==> config.mk <==
export PLATFORM = sky130hd
export DESIGN_NAME = dmem_arbiter
export DESIGN_NICKNAME = d
export VERILOG_FILES = /design/src/rtl/dmem_arb_defs.sv /design/src/rtl/dmem_lat_timer.sv /design/src/rtl/dmem_arbiter.sv
export SDC_FILE = /design/constraint.sdc
export NUM_CORES = 1
export LEC_CHECK = 0
export ABC_AREA = 0
export CAP_MARGIN = 20
export CORE_ASPECT_RATIO = 0.7
export CORE_MARGIN = 5
export CORE_UTILIZATION = 33
export CTS_BUF_LIST = sky130_fd_sc_hd__clkbuf_4 sky130_fd_sc_hd__clkbuf_8
export CTS_CLUSTER_DIAMETER = 100
export CTS_CLUSTER_SIZE = 20
export DETAILED_ROUTE_END_ITERATION = 8
export PLACE_DENSITY = 0.83
export SLEW_MARGIN = 15
export SYNTH_ARGS = -nofsm -noshare
export SYNTH_HDL_FRONTEND = slang
export SYNTH_SLANG_ARGS = --single-unit
==> constraint.sdc <==
create_clock -name i_clk -period 2.26 [get_ports i_clk]
set_input_delay 0.452 -clock i_clk [delete_from_list [all_inputs] [get_ports i_clk]]
set_output_delay 0.452 -clock i_clk [all_outputs]
set_load 0.1 [all_outputs]
Fig. 1: run 1, clock wires, drivers and flops
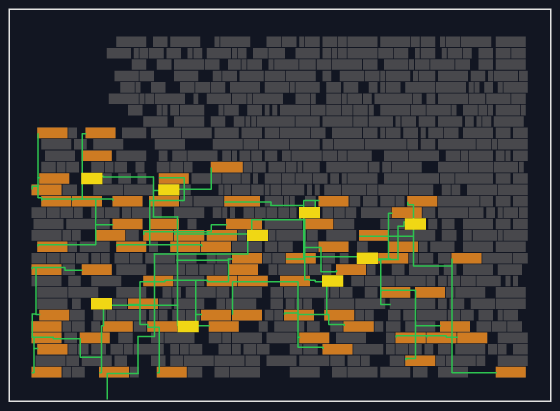
clock-net drivers -> yellow  # count 9
flip-flops -> orange  # count 69
clock wires -> green  # length 879 µm
routed clock nets = 10
Fin Clk Skew: 0.00579 ns
clock insertion delay at the later pin of the skew report: 0.34 ns

Fig. 2: run 1, PDN straps and rails
Pins as bars on the die edge. Tap cells in gray.
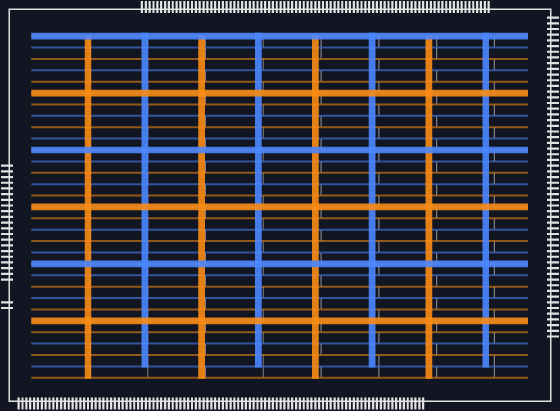
VSS -> orange
VDD -> blue
signal pins = 277
tap cells = 128
met1 rails = 31
met4 straps = 8
met5 straps = 6
VDD IR max: 507 µV
Die Wd: 129 µm

Fig. 3: run 1, placement view
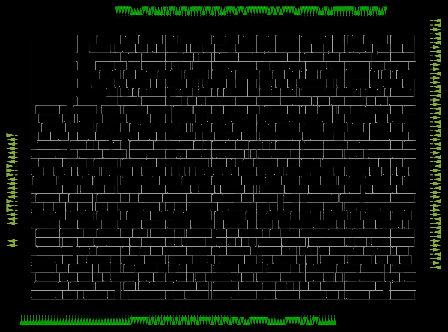
flop count: 69
tap cells: 128
Layout Utilization: 83.5%
Filler Cell Count: 491

==> Changelog: implementation, run 1 <==
## Implementation

* Status: finished, violations left
* Failing checks: setup timing
* Crit-path slowest cell: dfxtp_4
* Worst Reg-to-Reg Cells at 5
* Post-synth cell types at 24
* Rel. slew slack at 73.3%
* GR Util met2 at 45.6%
* Standard-cell rows at 30
* Sequential share of cell area at 17.2%
* Max Cap Violations at 0
* Nets at 813
* Top cells, area: dfxtp_1 (42%), o22a_1 (17%), and2_1 (13%), nand2_1 (10%), a21oi_1 (6.4%)
* CP cell instances: inv_6 -> ha_4 -> and3_4 -> buf_6 -> buf_12 -> nand2_2 -> a21oi_4 -> buf_12
* Final Max Slew Viols at 0
* Yosys stat chip area at 3270 µm²
* Worst Path Arrival at 1.90 ns
* Post-synth top flop: dfxtp_1
* Count of non-CTS buffers in the layout at 268
* # IOs at 277
* I/O Buffers at 232
* Most common logic cells in the final layout: buf_12 (119), clkdlybuf4s50_1 (118), and2_1 (66), dfxtp_1 (66), o22a_1 (64)
* Setup TNS at -2.07 ns
* Type of origin of the critical path: register
* Crit-path most repeated cell: buf_12
* Final Cell Area at 8090 µm²
* Tool warning count at 77
* CTS Buf Count at 9
* Slack of the critical path at -0.0933 ns
* Sw Share at 38.3%
* Routed vias at 4068
* Seq cells post-synth at 69
* Mux area share at 0.765%
* Average vias per placed instance at 5.25
* # setup viols final at 43
* RSZ-0062 raised after global routing: true
* Multi-input comb cells at 287
* DRT Pass-1 Iters at 4
* Vias in the first global route at 4358
* Post-Place Worst Slack at -0.299 ns
* Largest logic family: simple AND/OR/NAND/NOR gates
* Critical path depth in cells at 8
* Simple-Gate Area Share at 25.3%
* Largest net degree at the start of global routing at 44
* Avg WL per Cell at 21.7 µm
* Adder Share, Synth at 1.91%
* Worst Hold Depth at 3
* Part of the power in registers at 28.5%
-- run 1: power groups by stage --
stage / Clock, µW / Combinational [µW] / Sequential [µW]
after global routing: 1200 / 2120 / 1270
final: 1110 / 2070 / 1270
after detailed placement: 0 / 1860 / 1290
after floorplan: 0 / 1090 / 1290
after CTS: 1120 / 1980 / 1270
after global placement: 0 / 1820 / 1290
-- run 1: metal layers --
metal	routed length [µm]	vias up	part of all wire, %
li1	-	1850	-
met1	6040	1973	36
met2	8920	192	53
met3	1210	53	7.2
met4	684	0	4.1
met5	0	-	0
-- run 1: synth_stat cells (2+ instances only) --
library cell	instances
buf_2	10
o22ai_1	2
a21oi_1	42
inv_2	3
nor3_1	2
inv_1	4
nand2_1	91
and2_1	67
nor2_1	2
dfxtp_1	69
clkbuf_1	22
o22a_1	64
ha_1	5
nand3_1	3
==> run 2: changes to the inputs <==
--- a/config.mk
+++ b/config.mk
@@ -12,7 +12,6 @@
 export CORE_UTILIZATION = 33
 export CTS_BUF_LIST = sky130_fd_sc_hd__clkbuf_4 sky130_fd_sc_hd__clkbuf_8
 export CTS_CLUSTER_DIAMETER = 100
-export CTS_CLUSTER_SIZE = 20
 export DETAILED_ROUTE_END_ITERATION = 8
 export PLACE_DENSITY = 0.83
 export SLEW_MARGIN = 15
Fig. 4: run 2, placement by cell class
Scale bar: 50 µm. Fill, decap, tap and diode cells in gray.
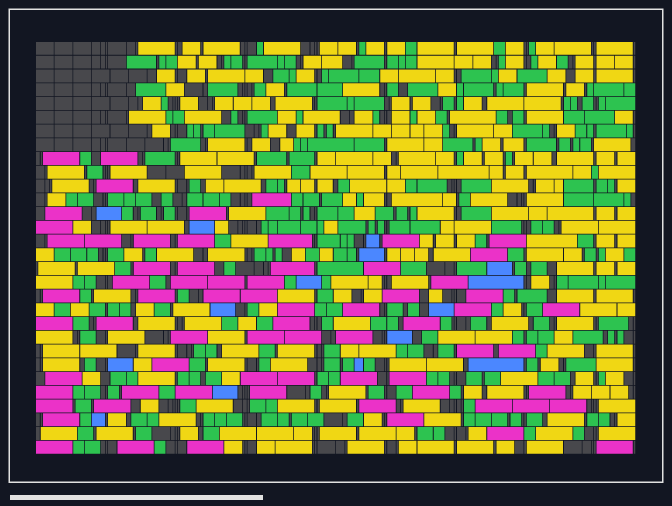
remaining buffers and delay cells -> yellow  # cells 268, share of their area 50%
remaining logic cells -> green  # cells 294, share of their area 30%
registers -> magenta  # cells 69, share of their area 18%
clock drivers and dummy loads -> blue  # cells 15, share of their area 2.7%
standard-cell rows: 30
Final Cell Area: 8090 µm²
sequential share of cell area: 17.2%
Core Region: 9680 µm²

==> run 2 against run 1 <==
The flow still finishes with violations (setup timing). Combinational power about the same. Flip-flop count unchanged. Wire length unchanged. Clock power about the same. Sequential power about the same. Die size unchanged. Total power unchanged. Critical path type unchanged. Critical endpoint unchanged. Highest routed layer unchanged.
==> Changelog: implementation, run 2 <==
## Implementation

* Synth warn at 0
* Top power group: combinational cells
* Crit Path Category: register to output pin
* WL met2 at 8920 µm (unchanged)
* Power in combinational cells at 2070 µW (about the same)
* Slack of the critical path at -0.0933 ns (unchanged)
* Post-synth top flop: dfxtp_1
* Top cells, area: dfxtp_1 (42%), o22a_1 (17%), and2_1 (13%), nand2_1 (10%), a21oi_1 (6.4%)
* Post-synth ARST share at 0%
* Max Cap Violations at 0 (unchanged)
* RSZ-0062 raised after global routing: true
* Tool warning count at 77 (unchanged)
* Fin Clk Skew at 0.00579 ns (unchanged)
* Buf/Inv on CP at 4
* Yosys stat chip area at 3270 µm² (unchanged)
* Final Max Slew Viols at 0 (unchanged)
* Seq. pwr at 1270 µW (about the same)
* Most common cell in the netlist: nand2_1
* CTS Buf Count at 9 (unchanged)
* # IOs at 277 (unchanged)
* Post-synthesis cell count from yosys at 396
* Largest net degree at the start of global routing at 44 (unchanged)
* Clock Power at 1110 µW (about the same)
* Worst Reg-to-Reg Cells at 5 (unchanged)
* Simple-Gate Area Share at 25.3% (unchanged)
* Filler Cell Count at 491 (unchanged)
* Part of the power in registers at 28.5% (about the same)
* H-tree levels at 3
* Metal1 wirelength at 6040 µm (unchanged)
* Layout Utilization at 83.5% (unchanged)
* Status: finished, violations left
* Routed vias at 4068 (unchanged)
* Worst Hold Depth at 3 (unchanged)
* Critical path depth in cells at 8 (unchanged)
* Worst Path Arrival at 1.90 ns (about the same)
* Logic area at 2360 µm²
* Die Wd at 129 µm (unchanged)
* Vias in the first global route at 4358 (unchanged)
* Crit-path slowest cell: dfxtp_4
* DRT Pass-1 Iters at 4 (unchanged)
* Pwr Total at 4440 µW
* CP cell instances: inv_6 -> ha_4 -> and3_4 -> buf_6 -> buf_12 -> nand2_2 -> a21oi_4 -> buf_12
* Max Clock Freq at 0.425 GHz
* Crit-path most repeated cell: buf_12
* Sw Share at 38.3% (unchanged)
* Syn Inst Count at 396
* Avg Synthesized Cell Area at 8.26 µm²
* Failing checks: setup timing
* Mux area share at 0.765% (unchanged)
* CP top delay family: buffers and inverters
* Average vias per placed instance at 5.25 (unchanged)
* Post-synth top cells: nand2_1 (91), dfxtp_1 (69), and2_1 (67)
* Top Layer Used: met4
* Dominant logic cell type in the layout: buf_12
* Nets at 813 (unchanged)
* I/O Buffers at 232 (unchanged)
* VDD IR max at 507 µV (unchanged)
* Largest stage delay on the critical path at 0.36 ns
* Post-Place Worst Slack at -0.299 ns (unchanged)
* Xor/xnor share at 0%
* Post-synth cell types at 24 (unchanged)
* Type of origin of the critical path: register
* Avg WL per Cell at 21.7 µm (unchanged)
* Clock insertion delay at the later pin of the skew report at 0.34 ns (about the same)
* First-pass GRT wire length at 23900 µm
* Seq cells post-synth at 69 (unchanged)
* Largest logic family: simple AND/OR/NAND/NOR gates
* Rel. slew slack at 73.3% (unchanged)
* Most common logic cells in the final layout: buf_12 (119), clkdlybuf4s50_1 (118), and2_1 (66), dfxtp_1 (66), o22a_1 (64)
* Met3 routed WL at 1210 µm (unchanged)
* Setup TNS at -2.07 ns (unchanged)
* # setup viols final at 43 (unchanged)
* Adder Share, Synth at 1.91% (unchanged)
* Min Tclk post-route at 2.35 ns
==> run 2: repair_timing <==
| item | in CTS | in global routing |
|---|---|---|
| setup endpoints to repair | 46 | 46 |
| gates resized | 48 | 29 |
| pin swaps | 34 | 33 |
| gates cloned | 4 | 3 |
| buffers inserted | 7 | 5 |
==> run 2: area by class of cell <==
class                   count  area share (%)
repair buffers            268            48.5
flip-flops and latches     69            17.2
well taps                 128            1.98
clock buffers              11            1.79
multi-input cells         287            29.2
clock inverters             4           0.897
diodes                      1          0.0309
inverters                   7           0.449
==> run 2: per-layer routing <==
metal / vias up / GRT usage, %
li1: 1850 / -
met1: 1973 / 27.8
met2: 192 / 45.6
met3: 53 / 8.16
met4: 0 / 10.6
met5: - / 0
No activity file was given, so power comes from the tool's default toggle rates.
